### src/rtl/rgb_pkg.sv
// rgb_pkg: hue phase encoding and default timing constants for the RGB hue sequencer.
package rgb_pkg;
    typedef enum logic [2:0] {
        PH_RG_UP,
        PH_R_DN,
        PH_GB_UP,
        PH_G_DN,
        PH_BR_UP,
        PH_B_DN
    } phase_e;
    localparam int DEF_PWM_INTERVAL = 1200;
    localparam int DEF_STEP_PERIODS = 1;
endpackage

### src/rtl/strobe_divider.sv
// strobe_divider: emits a one-cycle tick on every N-th accepted strobe.
module strobe_divider #(
    parameter int N = 1
) (
    input  logic clk,
    input  logic rst,
    input  logic clr,
    input  logic en,
    output logic tick
);
    localparam int CW = N > 1 ? $clog2(N) : 1;
    logic [CW-1:0] cnt_q, cnt_d;
    logic last;
    always_comb begin
        last  = cnt_q == CW'(N - 1);
        cnt_d = last ? '0 : cnt_q + 1'b1;
        tick  = en && last;
    end
    always_ff @(posedge clk) begin
        if (rst || clr)
            cnt_q <= '0;
        else if (en)
            cnt_q <= cnt_d;
    end
endmodule

### src/rtl/rgb_hue_sequencer.sv
// rgb_hue_sequencer: steps an RGB duty triple around a six-phase hue wheel,
// one ramp step per STEP_PERIODS accepted PWM period strobes.
module rgb_hue_sequencer
    import rgb_pkg::*;
#(
    parameter int PWM_INTERVAL = DEF_PWM_INTERVAL,
    parameter int STEP_PERIODS = DEF_STEP_PERIODS,
    parameter int DW           = $clog2(PWM_INTERVAL + 1)
) (
    input  logic          clk,
    input  logic          rst,
    input  logic          enable,
    input  logic          restart,
    input  logic          period_done,
    output logic [DW-1:0] duty_r,
    output logic [DW-1:0] duty_g,
    output logic [DW-1:0] duty_b,
    output logic          duty_update,
    output logic [2:0]    phase,
    output logic          wrap
);
    localparam logic [DW-1:0] F = DW'(PWM_INTERVAL);
    logic [DW-1:0] k_q, k_d, r_q, g_q, b_q, r_n, g_n, b_n, fk;
    phase_e        ph_q, ph_d;
    logic          upd_q, upd_d, wrap_q, wrap_d, step, last_k;

    strobe_divider #(.N(STEP_PERIODS)) u_div (
        .clk  (clk),
        .rst  (rst),
        .clr  (restart),
        .en   (enable && period_done && !restart),
        .tick (step)
    );

    always_comb begin
        last_k = k_q == F - 1'b1;
        k_d    = k_q;
        ph_d   = ph_q;
        upd_d  = 1'b0;
        wrap_d = 1'b0;
        if (restart) begin
            k_d   = '0;
            ph_d  = PH_RG_UP;
            upd_d = 1'b1;
        end else if (step) begin
            k_d    = last_k ? '0 : k_q + 1'b1;
            ph_d   = !last_k ? ph_q : ph_q == PH_B_DN ? PH_RG_UP : phase_e'(ph_q + 3'd1);
            upd_d  = 1'b1;
            wrap_d = last_k && ph_q == PH_B_DN;
        end
    end

    // k never exceeds F-1, so F-k stays within 1..F
    always_comb begin
        fk  = F - k_d;
        r_n = F;
        g_n = k_d;
        b_n = '0;
        case (ph_d)
            PH_R_DN:  begin r_n = fk; g_n = F;  b_n = '0;  end
            PH_GB_UP: begin r_n = '0; g_n = F;  b_n = k_d; end
            PH_G_DN:  begin r_n = '0; g_n = fk; b_n = F;   end
            PH_BR_UP: begin r_n = k_d; g_n = '0; b_n = F;  end
            PH_B_DN:  begin r_n = F;  g_n = '0; b_n = fk;  end
            default:  ;
        endcase
    end

    always_ff @(posedge clk) begin
        if (rst) begin
            k_q    <= '0;
            ph_q   <= PH_RG_UP;
            r_q    <= F;
            g_q    <= '0;
            b_q    <= '0;
            upd_q  <= 1'b0;
            wrap_q <= 1'b0;
        end else begin
            k_q    <= k_d;
            ph_q   <= ph_d;
            upd_q  <= upd_d;
            wrap_q <= wrap_d;
            if (upd_d) begin
                r_q <= r_n;
                g_q <= g_n;
                b_q <= b_n;
            end
        end
    end

    assign duty_r      = r_q;
    assign duty_g      = g_q;
    assign duty_b      = b_q;
    assign duty_update = upd_q;
    assign phase       = ph_q;
    assign wrap        = wrap_q;
endmodule

### config.mk
export PLATFORM = sky130hd
export DESIGN_NAME = rgb_hue_sequencer
export DESIGN_NICKNAME = d
export VERILOG_FILES = /design/src/rtl/rgb_pkg.sv /design/src/rtl/strobe_divider.sv /design/src/rtl/rgb_hue_sequencer.sv
export SDC_FILE = /design/constraint.sdc
export NUM_CORES = 1
export LEC_CHECK = 0
export CORE_AREA = 4 4 100 102
export CTS_CLUSTER_SIZE = 20
export DETAILED_ROUTE_END_ITERATION = 6
export DIE_AREA = 0 0 104 106
export SETUP_SLACK_MARGIN = 0.5
export SLEW_MARGIN = 30
export SYNTH_ARGS = -nofsm -noshare
export SYNTH_HDL_FRONTEND = slang
export SYNTH_SLANG_ARGS = --single-unit
### constraint.sdc
create_clock -name clk -period 3.1 [get_ports clk]
set_clock_uncertainty 0.15 [all_clocks]
set_input_delay 0.465 -clock clk [delete_from_list [all_inputs] [get_ports clk]]
set_output_delay 0.465 -clock clk [all_outputs]
set_load 0.1 [all_outputs]
==> run_1/logic_types.png <==
Drawn at 6 px/µm.
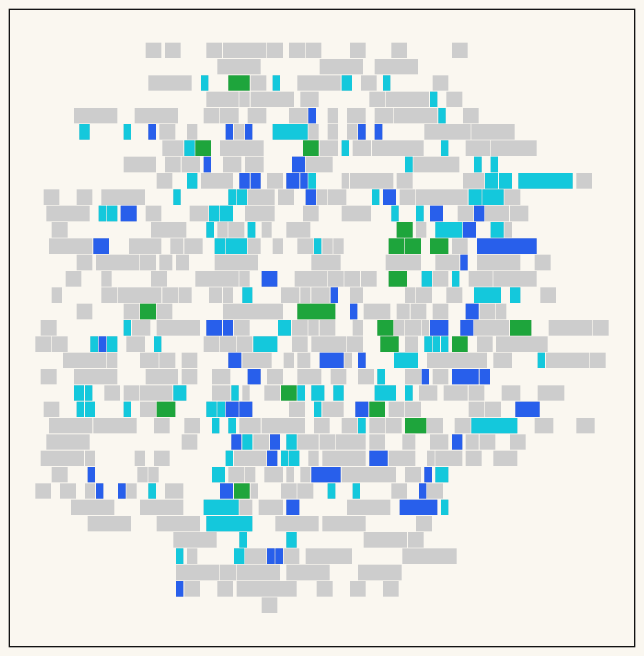
- blue: nand cells (cells 58)
- green: non-inverting ao/oa cells (cells 19)
- cyan: nor cells (cells 92)

==> run_1/congestion.png <==
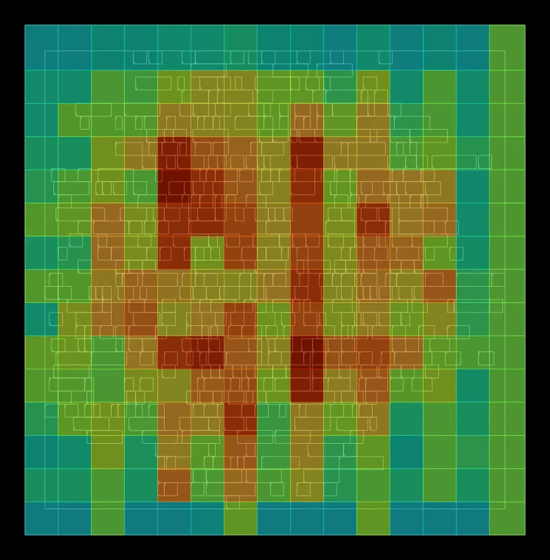
met3 Use GR: 2.672%
GRT Resource Usage Total: 18.89%
met2 Usage GRT: 31.38%
WL/cell: 18.35 µm
fin util: 48.31%

==> run_1/detail.png <==
Region (37, 17) to (67, 47) µm. Cells in grey, sequential cells in the stronger grey; small squares are vias.
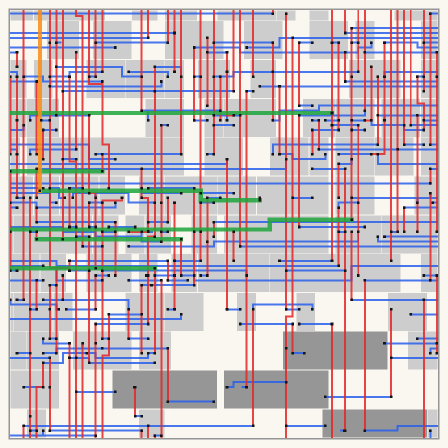
- orange: metal 4
- red: metal 2
- green: metal 3
- blue: metal 1
- netlist names of flops here include: k_q (3), phase (1)
- most frequent: buf_4 (15), nor2_1 (11), nor3_1 (5)
- sequential cells in the window: 4
- cells with their middle in the window: 72

==> results.toml, run 1 <==
# physical design summary
[worst_setup_path]
cp.arrival_ns = 2.61
r2r_slack_ns = 0.51
crit_fanout = 5
r2r_end = "duty_b[7]"
timing.rr.start = "k_q[9]"
required_ns = 3.12
crit_type = "flop to flop"
rr_worst_depth = 8
cp-end-kind = "flop"
worstSetupStartpointType = "flop"

[layout]
antenna-diode-count = 0
drive_above_1_share_pct = 39.83
finalInstanceArea_mm2 = 0.004400
finalNonFillerCells = 588
syn_to_final_growth_pct = 42.22
fin_nets = 483

[floorplan]
ioPinCount = 43
die_x_um = 104
core_region_area_mm2 = 0.009109
rows = 35
die_h_um = 106
initCoreUtil_pct = 33.97
die_area_mm2 = 0.01102

[place]
routabilityCongestion = 0.8922
place_area_mm2 = 0.003899
io_buffers = 42
pre_cts_ws_ns = -0.09121
place_inst = 566
dpl.hpwl_um = 7801

[min_path]
whs_path_depth = 2
hp-class = "flop to flop"
min_from = "duty_b[0]"
hold_end = "duty_b[0]"

[run_status]
status = "finished, final reports clean"

[drt]
drc = 0
drtIter0Drc = 240
via_per_inst = 5.621
vias = 3305
routed_wl_um = 10790
ant_nets = 0
dr.pass1.iters = 4

[clock_tree]
clk_pin_slew_ns = 0.10
clkSinkCount = 49
cts_buffer_depth = 2
ctsHtreeMaxLevel = 2
clkLatencyLatePin_ns = 0.30
cts_tree = "built"
root_buffer = "clkbuf_8"
holdBufCountCts = 0
cts_made_buffers = 5

[synth]
synthTopCellsByArea = "dfxtp_1 (32%), nor2_1 (6.4%), nor3_1 (3.9%)"
ff_type = "dfxtp_1"
top_cell = "nor2_1"
top_cells_by_count = "nor2_1 (53), dfxtp_1 (49), nand2_1 (29)"
avgSynthCellArea_um2 = 8.143
synth.distinct_cells = 71
synth_cells = 380
top_area_share_pct = 31.70
edf_count = 0
ys_seq_share_pct = 31.70
synth_area_mm2 = 0.003094
ys_area_mm2 = 0.003094
yosysWarnings = 0
floorplan.nets = 387
ys.flops = 49
ys_cells = 380
async_flop_share_pct = 0
top_area_cell = "dfxtp_1"

[global_routing]
grt_pass1_wl_um = 16820
grt_antenna_before_repair = 0
grt_max_degree = 52
gr-total-overflow = 0
grt_pass1_vias = 3243

[final_timing]
timing.fmax_ghz = 0.3865
slew_viol_final = 0
max_slew_margin_pct = 52.70
min_period_ns = 2.587
hold_violations = 0
setup_ws_ns = 0.5130
setup_viol = 0
fin_crit_sh_pct = 83.45
rsz0062_at_grt = "true"
tightestPinTransition_ns = 0.7086

[power_and_ir_drop]
vdd_drop_max_uv = 182.4
power_leakage_nw = 1.733
p_per_area_mw_per_mm2 = 281.5
power.total_mw = 1.239

[job]
warnings = 29
maxCapViolations = 0
-- run 1: how the worst max path moves through the flow --
stage | startpoint | endpoint | cells after the start
after CTS | k_q[9] | duty_r[6] | 12
final | k_q[9] | duty_b[7] | 8
after floorplan | k_q[1] | duty_b[10] | 12
after detailed placement | enable | duty_r[6] | 11
after global placement | enable | duty_b[10] | 11
after global routing | k_q[9] | duty_b[6] | 12
-- run 1: state kept, by name, summed over array words and instances, names as in the netlist --
register     flops
duty_b          11
wrap             1
duty_update      1
duty_g          11
duty_r          11
k_q             11
phase            3
-- run 1: critical path: stages (launching register included) --
cell	delay, ns
dfxtp_4	0.36
buf_4	0.14
nand4bb_4	0.27
o41ai_4	0.42
a211oi_2	0.12
o211a_4	0.30
or2_4	0.28
a221oi_1	0.30
a221oi_1	0.11
-- run 1: layout by cell type, fill, tap and decap left out, types with 6 or more instances in the layout --
cell,n
nand2_1,22
a221oi_1,7
dfxtp_1,43
o21a_1,6
xnor2_1,6
a22oi_1,6
nor2_1,49
o21ai_0,16
buf_4,106
nand3_1,10
nor3_1,21
a21oi_1,17
nand2_2,6
a311oi_1,6
a221oi_2,6
-- run 1: metal layers --
| metal | up-vias | part of all wire [%] | GRT usage (%) |
|---|---|---|---|
| met5 | - | 0 | 0 |
| met4 | 0 | 1.3 | 5.793 |
| met3 | 12 | 5.1 | 2.672 |
| met2 | 108 | 48 | 31.38 |
| met1 | 1574 | 46 | 25.41 |
| li1 | 1611 | - | - |
-- run 1: layout make-up --
class                           count  area (µm²)
Fill cell                         909        4708
Multi-Input combinational cell    297        2211
Sequential cell                    49       996.0
Timing Repair Buffer              117       948.4
Tap cell                          111       138.9
Clock buffer                        7       76.32
Inverter                            6       22.52
Clock inverter                      1       7.507
-- run 1: what timing repair did --
item                                    in CTS  in global routing
endpoints found under the setup margin      30                 32
gates resized                               34                 38
pin swaps                                   19                 16
setup buffers                                8                  6
-- run 1: report_power, final --
group	internal, mW	switching, mW	total, mW
combinational	0.0645	0.150	0.214
sequential	0.636	0.00550	0.642
clock	0.160	0.222	0.382
total	0.861	0.378	1.24
-- run 1: per-stage QoR --
| stage | hold WS [ns] | TNS, ns |
|---|---|---|
| after detailed placement | 0.2999 | -0.4101 |
| after global routing | 0.3499 | 0 |
| final | 0.3121 | 0 |
| after floorplan | 0.5229 | 0 |
| after CTS | 0.3165 | 0 |
| after global placement | 0.2969 | -0.3240 |
-- run 1: cell families (layout without fill, tap and decap cells) --
kind of cell / Yosys count / count (layout) / share of synthesized area (%)
and+or+nand+nor: 168 / 168 / 29.32
AOI/OAI and AO/OA: 110 / 110 / 25.88
DFF: 49 / 49 / 31.70
buffers and inverters: 34 / 131 / 6.429
xor gates and xnor gates: 9 / 9 / 3.154
muxes: 8 / 8 / 2.709
adders and majority gates: 2 / 2 / 0.8086
## Run 2: what changed since run 1
==> constraint.sdc (replaced) <==
create_clock -name clk -period 2.5 [get_ports clk]
set_clock_uncertainty 0.15 [all_clocks]
set_input_delay 0.375 -clock clk [delete_from_list [all_inputs] [get_ports clk]]
set_output_delay 0.375 -clock clk [all_outputs]
set_load 0.1 [all_outputs]
==> run 2 against run 1 <==
Against the previous run:
- the flow now finishes with violations (setup timing)
- via count rose by 14%
- fmax down 3.1%
- wire length up 19%
- cell area increased by 24%
- final cell count grew 12%
- sequential power up 24%
- setup slack lost 0.68 ns
- clock power rose by 36%
- sequential cell count is the same
- critical endpoint is now duty_r[6]
==> results.toml, run 2 <==
# physical design summary
[worst_setup_path]
worstSetupStartpointType = "flop"
r2r_slack_ns = -0.17
cp-end-kind = "flop"
cp.arrival_ns = 2.72
crit_top_cell = "buf_12"
crit_fanout = 4
cp_slowest_cell = "dfxtp_4"
crit_chain = "buf_6 > nand4bb_4 > nor4_4 > buf_12 > buf_12 > buf_12 > xnor2_4 > nor4_4 > buf_4 > buf_6 > buf_4 > a221oi_1 > nor3_1"
slowest_delay_ns = 0.37

[final_timing]
timing.fmax_ghz = 0.3745
max_slew_margin_pct = 72.53
tightestPinTransition_ns = 0.4006
setup_ws_ns = -0.1701
min_period_ns = 2.670
setup_viol = 22
slew_viol_final = 0

[power_and_ir_drop]
p_per_area_mw_per_mm2 = 294.5
power_leakage_nw = 2.208
vdd_drop_max_uv = 256.7

[clock_tree]
ctsHtreeMaxLevel = 2
root_buffer = "clkbuf_8"
holdBufCountCts = 0
clkLatencyLatePin_ns = 0.31
cts_buffer_depth = 2
cts_tree = "built"
clk_pin_slew_ns = 0.10

[synth]
synth.distinct_cells = 71
ys_seq_share_pct = 31.70
ff_type = "dfxtp_1"
synth_cells = 380
top_cell = "nor2_1"
synthTopCellsByArea = "dfxtp_1 (32%), nor2_1 (6.4%), nor3_1 (3.9%)"
synthAoiAreaFrac_pct = 25.88
mux_area_share_pct = 2.709
ys_cells = 380
xor_share_pct = 3.154
top_cells_by_count = "nor2_1 (53), dfxtp_1 (49), nand2_1 (29)"
top_area_share_pct = 31.70
yosysWarnings = 0
ys_sh_adder_pct = 0.8087
async_flop_share_pct = 0
ys.flops = 49

[drt]
vias = 3768
routed_wl_um = 12810
drtIter0Drc = 262
drc = 0
ant_nets = 0
wl_per_cell_um = 19.46

[floorplan]
die_x_um = 104
rows = 35
ioPinCount = 43
die_area_mm2 = 0.01102
die_h_um = 106
initCoreUtil_pct = 33.97

[run_status]
violations = "setup timing"
status = "finished with violations"

[global_routing]
gr-total-overflow = 0
grt_max_degree = 38
grt_antenna_before_repair = 0
grt_pass1_vias = 3755

[place]
place_inst = 604
io_buffers = 42
dpl.hpwl_um = 8367

[layout]
antenna-diode-count = 0
finalNonFillerCells = 658
lay_top_count = "buf_4"
fin_nets = 553

[job]
warnings = 29
## run 2: layout make-up
| class | count | area (µm²) |
|---|---|---|
| fillers | 752 | 3655 |
| multi-input cells | 297 | 2514 |
| repair buffers | 187 | 1679 |
| flip-flops and latches | 49 | 1003 |
| well taps | 111 | 138.9 |
| clock buffers | 7 | 86.33 |
| inverters | 6 | 25.02 |
| clock inverters | 1 | 7.507 |
## run 2: through the flow
step	setup TNS (ns)	worst slack (ns)	hold WS [ns]	power, mW	instance area (µm²)
6_report	-1.220	-0.1701	0.2916	1.606	5454
5_1_grt	-4.506	-0.2284	0.3024	1.648	5454
4_1_cts	-0.2251	-0.06510	0.2762	1.604	5130
3_5_place_dp	-10.87	-0.4499	0.3015	1.081	4367
3_3_place_gp	-9.723	-0.3826	0.2945	1.080	4367
2_1_floorplan	0	0.01488	0.5168	0.9937	3293
## run 2: kinds of logic after synthesis
logic type,count (synthesis)
adders and majority gates,2
DFF,49
and+or+nand+nor,168
xor gates and xnor gates,9
buffers and inverters,34
muxes,8
AOI/OAI and AO/OA,110
## run 2: path summary, 6_finish.rpt
| kind | from | to | cells after the start |
|---|---|---|---|
| max | k_q[4] | duty_r[6] | 13 |
| min | rst | duty_update | 2 |
| max reg2reg | k_q[4] | duty_r[6] | 13 |
| min reg2reg | duty_r[3] | duty_r[3] | 2 |
## run 2: what timing repair did
| action | CTS | global route |
|---|---|---|
| resized | 94 | 39 |
| setup buffers | 26 | 17 |
| gates cloned | 3 | 0 |
| pin swaps | 63 | 29 |
| setup endpoints to repair | 38 | 39 |
## run 2: power by group
| part | switching, mW | internal (mW) | total, mW |
|---|---|---|---|
| Sequential | 0.00770 | 0.789 | 0.797 |
| Clock | 0.292 | 0.226 | 0.518 |
| Combinational | 0.200 | 0.0918 | 0.291 |
| Total | 0.499 | 1.11 | 1.61 |
## run 2: routing by layer
| layer | wire length (µm) | share of wire [%] | global-route usage, % | vias up |
|---|---|---|---|---|
| li1 | - | - | - | 1762 |
| met1 | 5384 | 42 | 28.35 | 1796 |
| met2 | 6161 | 48 | 37.60 | 165 |
| met3 | 774 | 6.0 | 4.372 | 45 |
| met4 | 484 | 3.8 | 8.642 | 0 |
| met5 | 0 | 0 | 0 | - |
## run 2: worst max-delay path: cells and delay by family, from the launching register on
family | cells | cell delay [ns]
xor+xnor | 1 | 0.14
compound gates | 1 | 0.28
buf+inv | 7 | 0.92
simple gates | 4 | 0.70
flops | 1 | 0.37
==> run_2/congestion.png <==
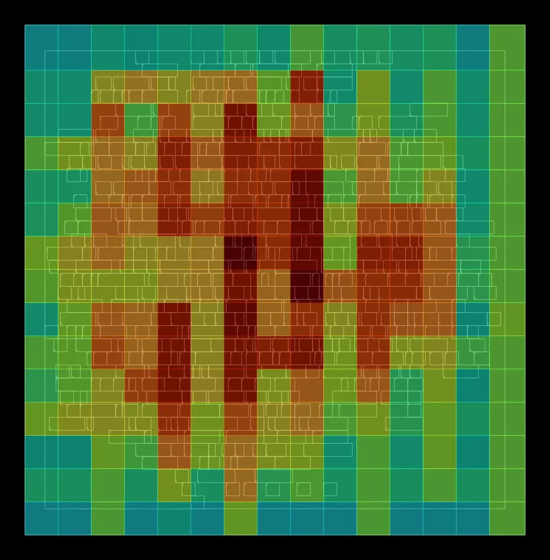
busiest grt layer: met2
met3 Use GR: 4.372%
met2 Usage GRT: 37.60%

==> run_2/metal_density.png <==
Drawn at 4 px/µm. The die is cut into 21 by 21 equal tiles; white is low, dark blue is high, scaled to the fullest tile. Values are wire area over tile area, all layers added.
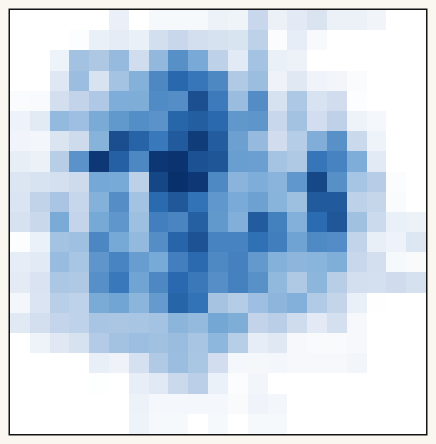
- tiles over half the peak: 23%
- densest ninth of the die: middle
- nearly empty tiles: 24%
- mean over tiles: 0.19

## Run 3: what changed since run 2
--- a/config.mk
+++ b/config.mk
@@ -5,8 +5,9 @@
 export SDC_FILE = /design/constraint.sdc
 export NUM_CORES = 1
 export LEC_CHECK = 0
+export CAP_MARGIN = 0
 export CORE_AREA = 4 4 100 102
-export CTS_CLUSTER_SIZE = 20
+export CTS_CLUSTER_SIZE = 40
 export DETAILED_ROUTE_END_ITERATION = 6
 export DIE_AREA = 0 0 104 106
 export SETUP_SLACK_MARGIN = 0.5
==> run 3 against run 2 <==
Against the previous run:
- the flow still finishes with violations (setup timing)
- sequential share of layout area is the same
- utilization unchanged
- total power unchanged
- setup slack did not move
- cell area did not move
- die size stayed put
- area after synthesis unchanged
- combinational power hardly changed
- wire length unchanged
- register-to-register slack hardly changed
- synthesized cell count unchanged
- sequential power is essentially flat
- critical path type unchanged
- largest power group unchanged
==> results.toml, run 3 <==
# physical design summary
[worst_setup_path]
r2r_slack_ns = -0.17
cp.arrival_ns = 2.72
crit_fanout = 4
timing.rr.start = "k_q[4]"
r2r_end = "duty_r[6]"
worstSetupStartpointType = "flop"
crit_type = "flop to flop"
required_ns = 2.55

[run_status]
status = "finished with violations"
violations = "setup timing"

[layout]
final-comb-area_mm2 = 0.002514
lay_top_count = "buf_4"
nFillCells = 752
final_core_util_pct = 59.88
drive_above_1_share_pct = 56.12
finalInstanceArea_mm2 = 0.005454
antenna-diode-count = 0
mostFrequentLayoutCells = "buf_4 (143), nor2_1 (47), dfxtp_1 (37)"
fin_nets = 553
finalNonFillerCells = 658

[synth]
synth.distinct_cells = 71
mux_area_share_pct = 2.709
top_area_cell = "dfxtp_1"
floorplan.nets = 387
ys.flops = 49
synth_area_mm2 = 0.003094
avgSynthCellArea_um2 = 8.143
synthTopCellsByArea = "dfxtp_1 (32%), nor2_1 (6.4%), nor3_1 (3.9%)"
top_cells_by_count = "nor2_1 (53), dfxtp_1 (49), nand2_1 (29)"
ys_sh_adder_pct = 0.8087
synth_cells = 380
ys_sh_simple_pct = 29.32
xor_share_pct = 3.154
async_flop_share_pct = 0
ys_cells = 380
synth.logic.top_family = "simple AND/OR/NAND/NOR gates"
edf_count = 0
yosysWarnings = 0

[final_timing]
setup_viol = 22
max_slew_margin_pct = 72.53
holdWs_ns = 0.2916
tightestPinTransition_ns = 0.4006
tns_ns = -1.220
slew_viol_final = 0
min_period_ns = 2.670
rsz0062_at_grt = "true"
setup_ws_ns = -0.1701

[place]
routabilityCongestion = 0.9494
io_buffers = 42
dpl.hpwl_um = 8367
place_area_mm2 = 0.004367
place_inst = 604

[drt]
routed-wl-met3_um = 774
ant_nets = 0
dr.pass1.iters = 5
wl_met1_um = 5384
wl_per_cell_um = 19.46
drtIter0Drc = 262
wl_met2_um = 6161
vias = 3768
via_per_inst = 5.726
drc = 0

[clock_tree]
root_buffer = "clkbuf_8"
cts_made_buffers = 5
cts_tree = "built"
clkSinkCount = 49
ctsHtreeMaxLevel = 2
clk_pin_slew_ns = 0.10
holdBufCountCts = 0
clkLatencyLatePin_ns = 0.31

[floorplan]
ioPinCount = 43
die_h_um = 106
initCoreUtil_pct = 33.97
rows = 35
core_region_area_mm2 = 0.009109

[global_routing]
grt_pass1_wl_um = 19870
grt_pass1_vias = 3755
gr-total-overflow = 0
grt_antenna_before_repair = 0

[power_and_ir_drop]
p_per_area_mw_per_mm2 = 294.5
power.total_mw = 1.606
power_leakage_nw = 2.208
vdd_drop_max_uv = 256.7

[min_path]
hp-class = "input port to flop"
min_from = "rst"
whs_path_depth = 2
run 3: cell counts in the layout (fill, tap and decap cells not counted):
Identical to the previous run, type by type.
run 3: worst max-delay path, stage by stage (launching register included):
cell	delay, ns
dfxtp_4	0.37
buf_6	0.11
nand4bb_4	0.21
nor4_4	0.36
buf_12	0.17
buf_12	0.11
buf_12	0.10
xnor2_4	0.14
nor4_4	0.06
buf_4	0.16
buf_6	0.13
buf_4	0.14
a221oi_1	0.28
nor3_1	0.07
run 3: final cells by class:
class | instances | share of cell area, %
clock buffers | 7 | 1.583
inverters | 6 | 0.4588
flip-flops and latches | 49 | 18.40
repair buffers | 187 | 30.79
well taps | 111 | 2.546
multi-input cells | 297 | 46.09
clock inverters | 1 | 0.1376
run 3: kinds of logic (layout without fill, tap and decap cells):
family,Yosys count,count (layout)
muxes,8,8
and+or+nand+nor,168,168
buffers and inverters,34,201
AOI/OAI and AO/OA,110,110
DFF,49,49
adders and majority gates,2,2
xor gates and xnor gates,9,9
run 3: what timing repair did:
action / 4_1_cts / 5_1_grt
setup buffers: 26 / 17
setup endpoints to repair: 38 / 39
endpoints found under the hold margin: 0 / 0
cloned: 3 / 0
pin swaps: 63 / 29
gates resized: 94 / 39
run 3: worst max-delay path by stage:
stage | startpoint | end | slack, ns | cells past startpoint
after floorplan | k_q[5] | duty_b[10] | 0.01 | 12
after global placement | enable | duty_g[9] | -0.38 | 9
after detailed placement | enable | duty_r[6] | -0.45 | 11
after CTS | k_q[9] | duty_r[6] | -0.07 | 12
after global routing | k_q[4] | duty_r[6] | -0.23 | 13
final | k_q[4] | duty_r[6] | -0.17 | 13
run 3: power by group:
group / internal (mW) / switching (mW) / leakage [nW]
registers: 0.789 / 0.00770 / 0.404
logic: 0.0918 / 0.200 / 1.76
clock network: 0.226 / 0.292 / 0.0445
total: 1.11 / 0.499 / 2.21
run 3: per-layer routing:
layer  track usage (%)  up-vias
met5                 0        -
met4             8.642        0
met3             4.372       45
met2             37.60      165
met1             28.35     1796
li1                  -     1762
==> run_3/detail.png <==
Region (37, 17) to (67, 47) µm. Cells in grey, sequential cells in the stronger grey; small squares are vias.
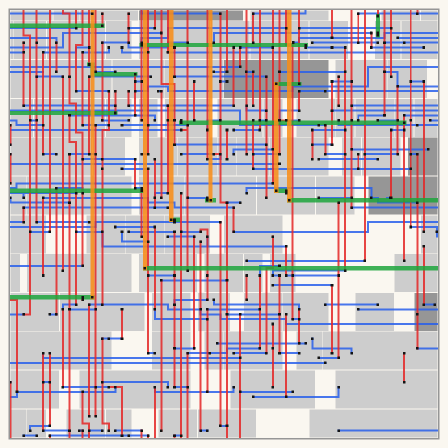
- red: metal 2
- green: metal 3
- blue: metal 1
- orange: metal 4
- netlist names of flops here include: duty_g (1), k_q (1)
- sequential cells in the window: 2
- cells with their middle in the window: 75
- most frequent: buf_4 (16), nor2_1 (8), buf_6 (7)

==> run_3/metal_density.png <==
Drawn at 4 px/µm. The die is cut into 21 by 21 equal tiles; white is low, dark blue is high, scaled to the fullest tile. Values are wire area over tile area, all layers added.
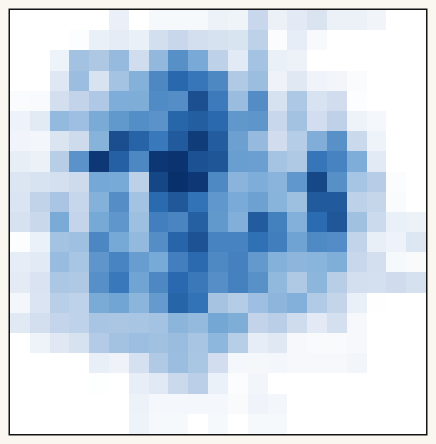
- mean over tiles: 0.19
- densest ninth of the die: middle
- emptiest ninth of the die: bottom right
- tiles over half the peak: 23%
- nearly empty tiles: 24%

Power is estimated from default activity; no workload was simulated.
